<file path="config.mk">
export PLATFORM = sky130hd
export DESIGN_NAME = exu_wb_arb
export DESIGN_NICKNAME = d
export VERILOG_FILES = /design/src/rtl/exu_wb_arb_pkg.sv /design/src/rtl/wb_fifo.sv /design/src/rtl/exu_wb_arb.sv
export SDC_FILE = /design/constraint.sdc
export NUM_CORES = 1
export LEC_CHECK = 0
export CORE_MARGIN = 1.5
export CORE_UTILIZATION = 42
export DETAILED_ROUTE_END_ITERATION = 10
export DONT_BUFFER_PORTS = 1
export MAX_ROUTING_LAYER = met4
export PLACE_DENSITY_LB_ADDON = 0.08
export SYNTH_ARGS = -nofsm -noshare
export SYNTH_HDL_FRONTEND = slang
export SYNTH_SLANG_ARGS = --single-unit
</file>
<file path="constraint.sdc">
create_clock -name clk -period 5.99 [get_ports clk]
set_input_delay 0.599 -clock clk [delete_from_list [all_inputs] [get_ports clk]]
set_output_delay 0.599 -clock clk [all_outputs]
set_load 0.005 [all_outputs]
</file>
<file path="src/rtl/exu_wb_arb_pkg.sv">
// Shared types for the execute-stage writeback arbiter.
// No logic; widths and the writeback packet layout only.
// Not applicable (no flow control in a package).
package exu_wb_arb_pkg;

  localparam int XLEN    = 32;
  localparam int RADDR_W = 5;

  // One buffered long-latency result: destination register plus data.
  typedef struct packed {
    logic [RADDR_W-1:0] rd_addr;
    logic [XLEN-1:0]    data;
  } wb_pkt_t;

  // x0 is hardwired to zero, so a write to it is dropped rather than issued.
  function automatic logic rd_live(input logic [RADDR_W-1:0] rd);
    return rd != '0;
  endfunction

endpackage

</file>
<file path="src/rtl/wb_fifo.sv">
// Circular buffer of writeback packets with occupancy count.
// Head is valid the cycle after a push (no bypass); pop is zero-latency on head.
// Push is ignored when full unless a pop frees the slot in the same cycle.
module wb_fifo
  import exu_wb_arb_pkg::*;
#(
  parameter int  DEPTH = 2,
  parameter type pkt_t = wb_pkt_t
) (
  input  logic                   clk,
  input  logic                   rst,
  input  logic                   push,
  input  pkt_t                   push_pkt,
  input  logic                   pop,
  output pkt_t                   head,
  output logic                   full,
  output logic                   empty,
  output logic [$clog2(DEPTH):0] count
);

  localparam int            AW       = $clog2(DEPTH);
  localparam logic [AW:0]   FULL_CNT = (AW+1)'(DEPTH);

  pkt_t          mem_q [DEPTH];
  pkt_t          mem_d [DEPTH];
  logic [AW-1:0] wr_ptr_q, wr_ptr_d;
  logic [AW-1:0] rd_ptr_q, rd_ptr_d;
  logic [AW:0]   count_q, count_d;
  logic          do_push, do_pop;

  // Pointer, storage and occupancy next-state; pointers wrap naturally (DEPTH is a power of two).
  always_comb begin
    do_pop   = pop & (count_q != '0);
    do_push  = push & ((count_q != FULL_CNT) | do_pop);
    mem_d    = mem_q;
    wr_ptr_d = wr_ptr_q;
    rd_ptr_d = rd_ptr_q;
    count_d  = count_q;
    if (do_push) begin
      mem_d[wr_ptr_q] = push_pkt;
      wr_ptr_d        = wr_ptr_q + 1'b1;
    end
    if (do_pop) begin
      rd_ptr_d = rd_ptr_q + 1'b1;
    end
    case ({do_push, do_pop})
      2'b10:   count_d = count_q + 1'b1;
      2'b01:   count_d = count_q - 1'b1;
      default: count_d = count_q;
    endcase
  end

  // State registers; reset empties the buffer and discards its contents.
  always_ff @(posedge clk or posedge rst) begin
    if (rst) begin
      for (int i = 0; i < DEPTH; i++) begin
        mem_q[i] <= '0;
      end
      wr_ptr_q <= '0;
      rd_ptr_q <= '0;
      count_q  <= '0;
    end else begin
      mem_q    <= mem_d;
      wr_ptr_q <= wr_ptr_d;
      rd_ptr_q <= rd_ptr_d;
      count_q  <= count_d;
    end
  end

  assign head  = mem_q[rd_ptr_q];
  assign full  = (count_q == FULL_CNT);
  assign empty = (count_q == '0);
  assign count = count_q;

endmodule

</file>
<file path="src/rtl/exu_wb_arb.sv">
// Register-file writeback arbiter: ALU has priority, long-latency results queue in a FIFO.
// Granted write appears on rf_wr_* one cycle after grant; FIFO head eligible one cycle after push.
// ALU cannot be stalled; a starved FIFO head raises wb_stall_req for an upstream bubble, ll_ready = ~full.
module exu_wb_arb
  import exu_wb_arb_pkg::*;
#(
  parameter int FIFO_DEPTH   = 2,
  parameter int STARVE_LIMIT = 4
) (
  input  logic                          clk,
  input  logic                          rst,
  input  logic [XLEN-1:0]               alu_wb_data,
  input  logic [RADDR_W-1:0]            alu_wb_rd_addr,
  input  logic                          alu_wb_rd_wr_en,
  input  logic                          ll_valid,
  input  logic [XLEN-1:0]               ll_data,
  input  logic [RADDR_W-1:0]            ll_rd_addr,
  output logic                          ll_ready,
  output logic                          rf_wr_en,
  output logic [RADDR_W-1:0]            rf_wr_addr,
  output logic [XLEN-1:0]               rf_wr_data,
  output logic                          wb_stall_req,
  output logic [$clog2(FIFO_DEPTH):0]   ll_pending
);

  localparam int               AGE_W   = $clog2(STARVE_LIMIT + 1);
  localparam logic [AGE_W-1:0] AGE_MAX = AGE_W'(STARVE_LIMIT);

  wb_pkt_t                     push_pkt;
  wb_pkt_t                     fifo_head;
  logic                        fifo_full;
  logic                        fifo_empty;
  logic [$clog2(FIFO_DEPTH):0] fifo_count;
  logic                        ll_push;

  logic                        alu_eff;
  logic                        grant_alu;
  logic                        grant_ll;

  logic                        rf_wr_en_q,   rf_wr_en_d;
  logic [RADDR_W-1:0]          rf_wr_addr_q, rf_wr_addr_d;
  logic [XLEN-1:0]             rf_wr_data_q, rf_wr_data_d;
  logic [AGE_W-1:0]            age_q,        age_d;
  logic                        stall_q,      stall_d;

  assign push_pkt = '{rd_addr: ll_rd_addr, data: ll_data};
  assign ll_ready = ~fifo_full;
  assign ll_push  = ll_valid & ll_ready;

  wb_fifo #(
    .DEPTH (FIFO_DEPTH),
    .pkt_t (wb_pkt_t)
  ) u_wb_fifo (
    .clk      (clk),
    .rst      (rst),
    .push     (ll_push),
    .push_pkt (push_pkt),
    .pop      (grant_ll),
    .head     (fifo_head),
    .full     (fifo_full),
    .empty    (fifo_empty),
    .count    (fifo_count)
  );

  // Fixed-priority grant: an effective ALU write wins, otherwise the FIFO head drains.
  always_comb begin
    alu_eff   = alu_wb_rd_wr_en & rd_live(alu_wb_rd_addr);
    grant_alu = alu_eff;
    grant_ll  = ~alu_eff & ~fifo_empty;
  end

  // Output register next-state; address/data hold when nothing is written (x0 pops write nothing).
  always_comb begin
    rf_wr_en_d   = 1'b0;
    rf_wr_addr_d = rf_wr_addr_q;
    rf_wr_data_d = rf_wr_data_q;
    if (grant_alu) begin
      rf_wr_en_d   = 1'b1;
      rf_wr_addr_d = alu_wb_rd_addr;
      rf_wr_data_d = alu_wb_data;
    end else if (grant_ll && rd_live(fifo_head.rd_addr)) begin
      rf_wr_en_d   = 1'b1;
      rf_wr_addr_d = fifo_head.rd_addr;
      rf_wr_data_d = fifo_head.data;
    end
  end

  // Head age: counts blocked cycles, clears on pop or empty, saturates; stall flop mirrors age >= limit.
  always_comb begin
    age_d = age_q;
    if (fifo_empty || grant_ll) begin
      age_d = '0;
    end else if (age_q < AGE_MAX) begin
      age_d = age_q + 1'b1;
    end
    stall_d = (age_d >= AGE_MAX);
  end

  // Arbiter state registers.
  always_ff @(posedge clk or posedge rst) begin
    if (rst) begin
      rf_wr_en_q   <= 1'b0;
      rf_wr_addr_q <= '0;
      rf_wr_data_q <= '0;
      age_q        <= '0;
      stall_q      <= 1'b0;
    end else begin
      rf_wr_en_q   <= rf_wr_en_d;
      rf_wr_addr_q <= rf_wr_addr_d;
      rf_wr_data_q <= rf_wr_data_d;
      age_q        <= age_d;
      stall_q      <= stall_d;
    end
  end

  assign rf_wr_en     = rf_wr_en_q;
  assign rf_wr_addr   = rf_wr_addr_q;
  assign rf_wr_data   = rf_wr_data_q;
  assign wb_stall_req = stall_q;
  assign ll_pending   = fifo_count;

endmodule

</file>
### Sequential cells grouped by signal name, run 1

Other sequential cells in the stronger grey, the rest of the logic in the fainter grey.
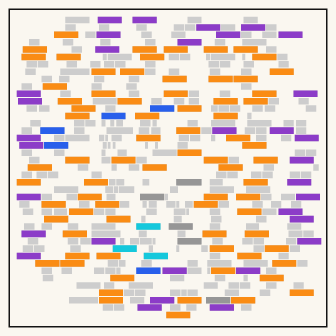
colour	signal	flops
purple	rf_wr_data	32
cyan	age_q	3
orange	u_wb_fifo.mem_q	74
blue	rf_wr_addr	5
not coloured	5
area occupied by registers: 2980 µm²
share of cell area taken by flip-flops and latches: 48.0%

### Met3 routing, run 1

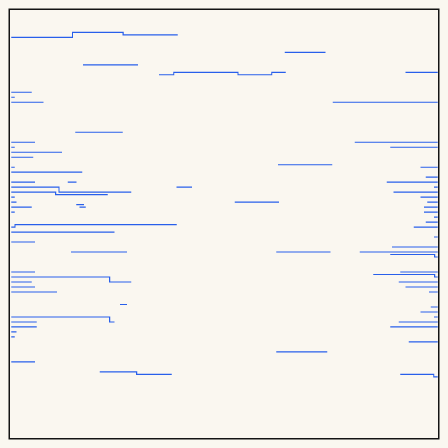
longest straight run	43.9 µm
nets with wire on the layer	65
main direction	horizontal
wire length on this layer	823 µm
via count: 2,886
met3 Resource Use GR: 7.11%
Detailed Route WL: 11.2 mm

### Track usage over the die, run 1

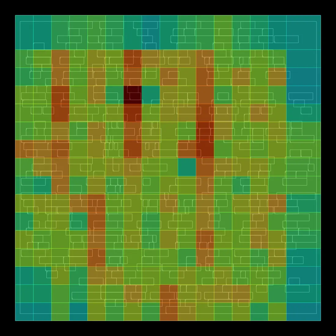
per-cell routed wire length: 20.4 µm
met2 Usage GRT: 26.9%

==> run notes, run 1 <==
Status
• **result of the run** finished clean

Finish
• **logic area** 2360 µm²
• **Biggest register** u_wb_fifo.mem_q
• **count of buffers not belonging to the clock network in the layout** 5
• **cell type taking the most area** registers
• **non-filler cells in the finished layout** 548
• **final core utilization** 49.1%
• **Ant. Diodes** 0
• **proportion of layout cells with a drive suffix above 1** 56.1%
• **area share of buffers outside the clock network** 0.605%
• **number of sequential storage elements** 119
• **commonest cells after routing, fill and taps aside** sky130_fd_sc_hd__mux2_2, sky130_fd_sc_hd__dfrtp_1, sky130_fd_sc_hd__clkbuf_16, sky130_fd_sc_hd__mux2_4, sky130_fd_sc_hd__clkinv_2
• **portion of the layout cell area used by clock cells** 9.67%
• **Non-clock inverters** 1

Power
• **internal power** 0.00263 W
• **Switching Fraction** 28.2%
• **power share of the combinational group** 29.9%
• **leakage power** 2.65 nW
• **Max rail drop VDD** 0.228 mV
• **share of power burned in registers** 42.1%

Worst hold path
• **Tightest Hold Check Type** input port to asynchronous set/reset pin

Worst setup path
• **Critical Path Start Type** flip-flop
• **WP data required** 6.29 ns
• **instance count on the critical path** 5
• **critical path peak fanout** 42
• **R2R Path End** rf_wr_data[24]
• **cell count of the worst reg-to-reg path** 5
• **Crit. Startpoint** u_wb_fifo.rd_ptr_q
• **endpoint of the worst setup timing path** rf_wr_data[24]
• **critical path capture point type** flip-flop
• **Worst Path Buf+Inv** 1
• **crit path cell chain** nor4_1 -> o22a_1 -> o21ai_4 -> buf_4 -> mux2_2

GRT
• **total congestion overflow** 0
• **aggregate global-route resource usage** 18.1%
• **met1 track demand over resource** 22.1%
• **via count of the first global-routing pass** 3,124
• **first-pass GRT wire length** 17.2 mm
• **busiest grt layer** met2

Timing
• **slew at the pin closest to its max-slew limit** 1.11 ns
• **post-layout period usage** 51.8%
• **RSZ-0062 raised after global routing** no
• **skew final** 0.00845 ns
• **final count of hold timing violations** 0
• **Fmax achieved** 322 MHz
• **Setup Viol. Count Final** 0
• **worst hold slack** 0.150 ns
• **Pins Over Slew Limit** 0
• **Max transition margin** 26.1%

Run
• **max-cap viol count** 0
• **total tool warning count** 26

Detailed routing
• **number of search-and-repair iterations in the first detailed-routing pass** 4
• **met1 routed wirelength after detailed routing** 4.96 mm
• **post-detailed-route count of antenna-violating nets** 0
• **met2 routed WL** 5.22 mm
• **number of DRC violations after detailed-routing iteration 0** 73
• **DRC Markers** 0

Synthesis
• **Seq/Total Area, Yosys** 54.9%
• **yosys stat cell total** 357
• **tally of unique sky130hd cells used after synthesis** 28
• **Yosys Chip Area** 5420 µm²
• **proportion of register bits with asynchronous set or reset after synthesis** 100%
• **post-synthesis instance area** 5420 µm²
• **register bit total from synthesis** 119
• **cell types with the largest area share after synthesis** sky130_fd_sc_hd__dfrtp_1, sky130_fd_sc_hd__mux2_2, sky130_fd_sc_hd__mux2_4, sky130_fd_sc_hd__mux2i_1, sky130_fd_sc_hd__mux2_1
• **Yosys top cell by area** sky130_fd_sc_hd__dfrtp_1
• **area share of the largest cell type after synthesis** 54.9%

Floorplanning
• **I/O Pins** 120
• **placeable core area** 12,600 µm²
• **initial cell density of the core** 43.0%
• **chip footprint** 13,600 µm²

Placed design
• **placement-stage cell area** 5600 µm²
• **final RePlAce weighted congestion** 0.692

Clock network
• **H-tree depth** 4
• **clock tree from TritonCTS** yes
• **Resized Gates After CTS** 0
• **post-CTS setup buffer count** 0
• **buffer depth of the longest clock path** 2

run 1: cell families (layout without fill, tap and decap cells):
logic type / Yosys count / after routing / synth area share, %
adders and majority gates: 2 / 2 / 0.462
AOI/OAI and AO/OA: 9 / 9 / 1.50
buffers and inverters: 19 / 38 / 1.78
DFF: 119 / 119 / 54.9
muxes: 181 / 181 / 38.4
xor gates and xnor gates: 6 / 6 / 0.970
and+or+nand+nor: 21 / 21 / 1.92
run 1: worst reg2reg max path: stages (launching register included):
cell	delay, ns
sky130_fd_sc_hd__dfrtp_2	1.10
sky130_fd_sc_hd__nor4_1	0.12
sky130_fd_sc_hd__o22a_1	0.28
sky130_fd_sc_hd__o21ai_4	0.63
sky130_fd_sc_hd__buf_4	0.48
sky130_fd_sc_hd__mux2_2	0.38
--- run 2 (diff from run 1) ---
Clock period 5.99 ns to 2.9 ns, I/O delays scaled along.
### Track usage over the die, run 2

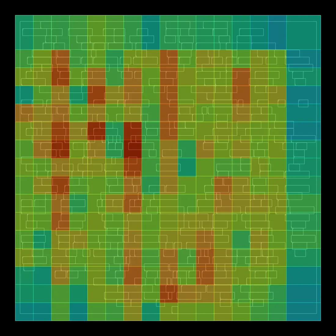
busiest grt layer: met2
met2 Usage GRT: 27.3%

==> run notes, run 2 <==
Synthesis
• **Floorplan Nets** 437
• **area fraction in xor and xnor cells** 0.970%, unchanged
• **mux share of post-synthesis cell area** 38.4%, unchanged
• **Seq/Total Area, Yosys** 54.9%, unchanged
• **Synth logic family** multiplexers
• **proportion of register bits with asynchronous set or reset after synthesis** 100%, unchanged
• **Commonest flop** sky130_fd_sc_hd__dfrtp_1
• **register bit total from synthesis** 119, unchanged
• **Yosys Chip Area** 5420 µm², unchanged
• **post-synthesis instance area** 5420 µm², unchanged
• **compound-cell area share of the yosys netlist** 1.50%, unchanged
• **tally of unique sky130hd cells used after synthesis** 28, unchanged
• **post-synthesis share of cell area spent on and, or, nand and nor gates** 1.92%, unchanged
• **Yosys top cell by area** sky130_fd_sc_hd__dfrtp_1
• **yosys stat cell total** 357, unchanged
• **area share of the largest cell type after synthesis** 54.9%, unchanged
• **cell types with the largest area share after synthesis** sky130_fd_sc_hd__dfrtp_1, sky130_fd_sc_hd__mux2_2, sky130_fd_sc_hd__mux2_4, sky130_fd_sc_hd__mux2i_1, sky130_fd_sc_hd__mux2_1

Timing
• **Fmax achieved** 510 MHz, +58%
• **skew final** 0.0120 ns, +0.00356 ns
• **Max transition margin** 61.9%, +36 points
• **final count of hold timing violations** 0, unchanged
• **slew at the pin closest to its max-slew limit** 0.571 ns, -0.537 ns
• **post-layout period usage** 67.6%, +16 points
• **Pins Over Slew Limit** 0, unchanged
• **Setup Viol. Count Final** 0, unchanged
• **RSZ-0062 raised after global routing** no

Power
• **Max rail drop VDD** 0.546 mV, +140%
• **power share of the combinational group** 31.9%, +2.0 points
• **Switching Fraction** 28.3%, +0.065 points
• **internal power** 0.00541 W, +110%
• **PwrDens** 1200 nW/µm²
• **clock group total power** 0.00204 W
• **share of power burned in registers** 41.0%, -1.1 points
• **leakage power** 2.69 nW, +1.3%

GRT
• **aggregate global-route resource usage** 18.1%, about the same
• **met1 track demand over resource** 21.0%, -1.1 points
• **first-pass GRT wire length** 17.4 mm, +0.84%
• **total congestion overflow** 0, unchanged
• **met3 Resource Use GR** 8.77%, +1.7 points
• **via count of the first global-routing pass** 3,225, +3.2%

Detailed routing
• **met2 routed WL** 5.30 mm, +1.5%
• **post-detailed-route count of antenna-violating nets** 0, unchanged
• **per-cell routed wire length** 20.1 µm, -1.8%
• **number of DRC violations after detailed-routing iteration 0** 96, +32%
• **Vias per Instance** 5.33
• **Detailed Route WL** 11.1 mm, -0.51%
• **met1 routed wirelength after detailed routing** 4.73 mm, -4.7%
• **via count** 2,958, +2.5%
• **number of search-and-repair iterations in the first detailed-routing pass** 4, unchanged
• **DRC Markers** 0, unchanged

Placed design
• **Worst Setup Slack post-DPL** 0.863 ns
• **total half-perimeter wirelength after legalization and detailed placement** 7.40 mm
• **final RePlAce weighted congestion** 0.723, +4.6%

Floorplanning
• **Chip Height** 117 µm
• **I/O Pins** 120, unchanged
• **placeable core area** 12,600 µm², unchanged
• **chip footprint** 13,600 µm², unchanged
• **initial cell density of the core** 43.0%, unchanged

Worst setup path
• **Worst Path Buf+Inv** 1, unchanged
• **critical path capture point type** flip-flop
• **cell count of the worst reg-to-reg path** 4, -1
• **Critical Path Start Type** flip-flop
• **crit path cell chain** buf_4 -> mux2_2 -> mux2_2 -> mux2_1
• **instance count on the critical path** 4, -1
• **endpoint of the worst setup timing path** rf_wr_data[14]
• **critical path peak fanout** 16, -62%
• **Crit. Startpoint** u_wb_fifo.rd_ptr_q

Finish
• **Ant. Diodes** 0, unchanged
• **non-filler cells in the finished layout** 555, +1.3%
• **commonest cells after routing, fill and taps aside** sky130_fd_sc_hd__mux2_2, sky130_fd_sc_hd__dfrtp_1, sky130_fd_sc_hd__clkbuf_16, sky130_fd_sc_hd__mux2_4, sky130_fd_sc_hd__buf_4
• **final core utilization** 49.8%, +0.63 points
• **Biggest register** u_wb_fifo.mem_q

Status
• **result of the run** finished clean

Clock network
• **clock tree from TritonCTS** yes
• **Resized Gates After CTS** 0, unchanged
• **H-tree depth** 4, unchanged

Run
• **total tool warning count** 26, unchanged
• **max-cap viol count** 0, unchanged

Worst hold path
• **Tightest Hold Check Type** input port to flip-flop

### Signal wires by layer, run 2

Only two layers are drawn.
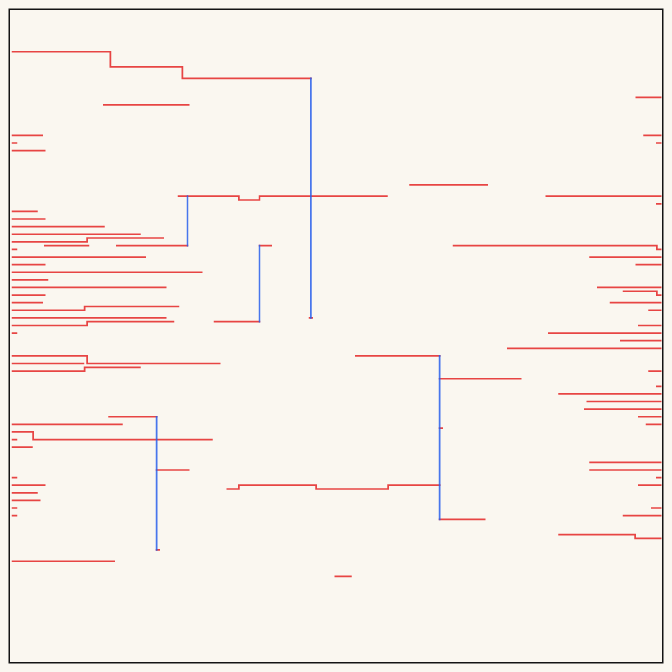
colour	layer	wire length
blue	metal 4	118 µm
red	metal 3	990 µm

-- run 2: through the flow --
step	area (µm²)	hold WS, ns
final	6280	0.0236
after global routing	6280	0.00235
after CTS	6280	0.00478
after detailed placement	5690	0.206
after global placement	5690	0.205
after floorplan	5420	0.441
-- run 2: final cells by class --
| type | instances | area [µm²] | share of cell area [%] |
|---|---|---|---|
| clock inverters | 9 | 97.6 | 1.55 |
| multi-input cells | 219 | 2360 | 37.6 |
| inverters | 1 | 7.51 | 0.120 |
| well taps | 172 | 215 | 3.43 |
| repair buffers | 12 | 130 | 2.07 |
| clock buffers | 23 | 488 | 7.77 |
| flip-flops and latches | 119 | 2980 | 47.4 |
--- run 3 (diff from run 2) ---
Clock period 2.9 ns to 1.9 ns, I/O delays scaled along.
### I/O pins on the die edge, run 3

Pins as bars across the die edge, other pins in grey.
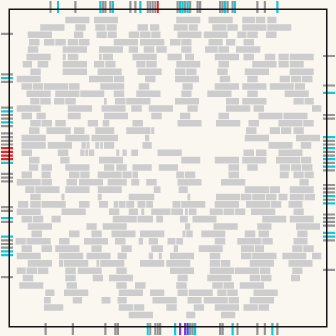
colour	port	pins	direction	edge
blue	ll_ready	1	output	bottom
cyan	alu_wb_data	32	input	10 top, 9 right, 8 left, 5 bottom
red	alu_wb_rd_addr	5	input	4 left, 1 top
purple	ll_pending	2	output	bottom
all pins by edge	33 left, 33 top, 29 right, 25 bottom
number of port buffers: 0
Chip Width: 117 µm
Chip Height: 117 µm

==> run notes, run 3 <==
Finish
• **post-route cell area** 6700 µm², +6.7%
• **final core utilization** 53.1%, +3.3 points
• **Ant. Diodes** 0, unchanged

Detailed routing
• **Detailed Route WL** 11.0 mm, -1.0%
• **Vias per Instance** 5.16, -3.2%
• **met2 routed WL** 5.30 mm, -0.15%
• **post-detailed-route count of antenna-violating nets** 0, unchanged
• **met1 routed wirelength after detailed routing** 4.84 mm, +2.3%
• **number of search-and-repair iterations in the first detailed-routing pass** 4, unchanged

Timing
• **final count of hold timing violations** 0, unchanged
• **RSZ-0062 raised after global routing** no
• **skew final** 0.00643 ns, -0.00559 ns
• **Setup Viol. Count Final** 0, unchanged
• **post-layout period usage** 95.0%, +27 points
• **Fmax achieved** 554 MHz, +8.7%

Synthesis
• **tally of unique sky130hd cells used after synthesis** 28, unchanged
• **proportion of register bits with asynchronous set or reset after synthesis** 100%, unchanged
• **Yosys Chip Area** 5420 µm², unchanged
• **Floorplan Nets** 437, unchanged
• **register bit total from synthesis** 119, unchanged
• **Commonest flop** sky130_fd_sc_hd__dfrtp_1
• **Seq/Total Area, Yosys** 54.9%, unchanged

Status
• **result of the run** finished clean

Run
• **max-cap viol count** 0, unchanged

Power
• **leakage power** 2.86 nW, +6.4%
• **share of power burned in registers** 40.6%, -0.4 points

Worst setup path
• **critical path capture point type** flip-flop
• **instance count on the critical path** 5, +1
• **crit path cell chain** nor4b_1 -> o22a_1 -> o21ai_4 -> buf_4 -> mux2_2
• **Worst Path Buf+Inv** 1, unchanged
• **Critical Path Start Type** flip-flop
• **endpoint of the worst setup timing path** rf_wr_addr[3]
• **cell count of the worst reg-to-reg path** 5, +1

GRT
• **busiest grt layer** met2
• **total congestion overflow** 0, unchanged

Clock network
• **H-tree depth** 4, unchanged
• **clock tree from TritonCTS** yes

Placed design
• **Worst Setup Slack post-DPL** 0.0388 ns, -0.824 ns

Floorplanning
• **placeable core area** 12,600 µm², unchanged
• **initial cell density of the core** 43.0%, unchanged

Worst hold path
• **Tightest Hold Check Type** input port to flip-flop

### Track usage over the die, run 3

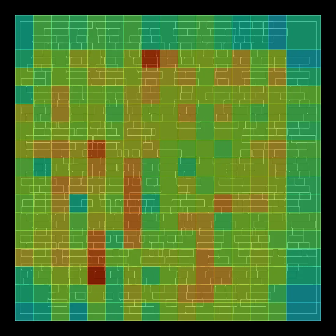
met2 Usage GRT: 27.1%
per-cell routed wire length: 18.5 µm
met1 track demand over resource: 22.5%

==> run 3: logic make-up after synthesis <==
family	Yosys count	share of synthesized area, %
AND/OR/NAND/NOR	21	1.92
buffers and inverters	19	1.78
flip-flops	119	54.9
AND-OR/OR-AND	9	1.50
XOR/XNOR	6	0.970
multiplexers	181	38.4
adder cells (fa/ha/maj)	2	0.462
==> run 3: final cells by class <==
class	count	area (µm²)	share of cell area, %
multi-input combinational	219	2360	35.3
tap	172	215	3.21
clock inverter	2	10.0	0.149
clock buffer	29	541	8.07
sequential	119	2980	44.5
inverter	1	7.51	0.112
timing repair buffer	53	584	8.72
==> run 3: tightest hold or removal path, cell delays in order <==
cell and delay, ns:
sky130_fd_sc_hd__nand2_1 0.03, sky130_fd_sc_hd__o21ai_0 0.06, sky130_fd_sc_hd__mux2_2 0.14
Power and IR drop assume default switching activity.
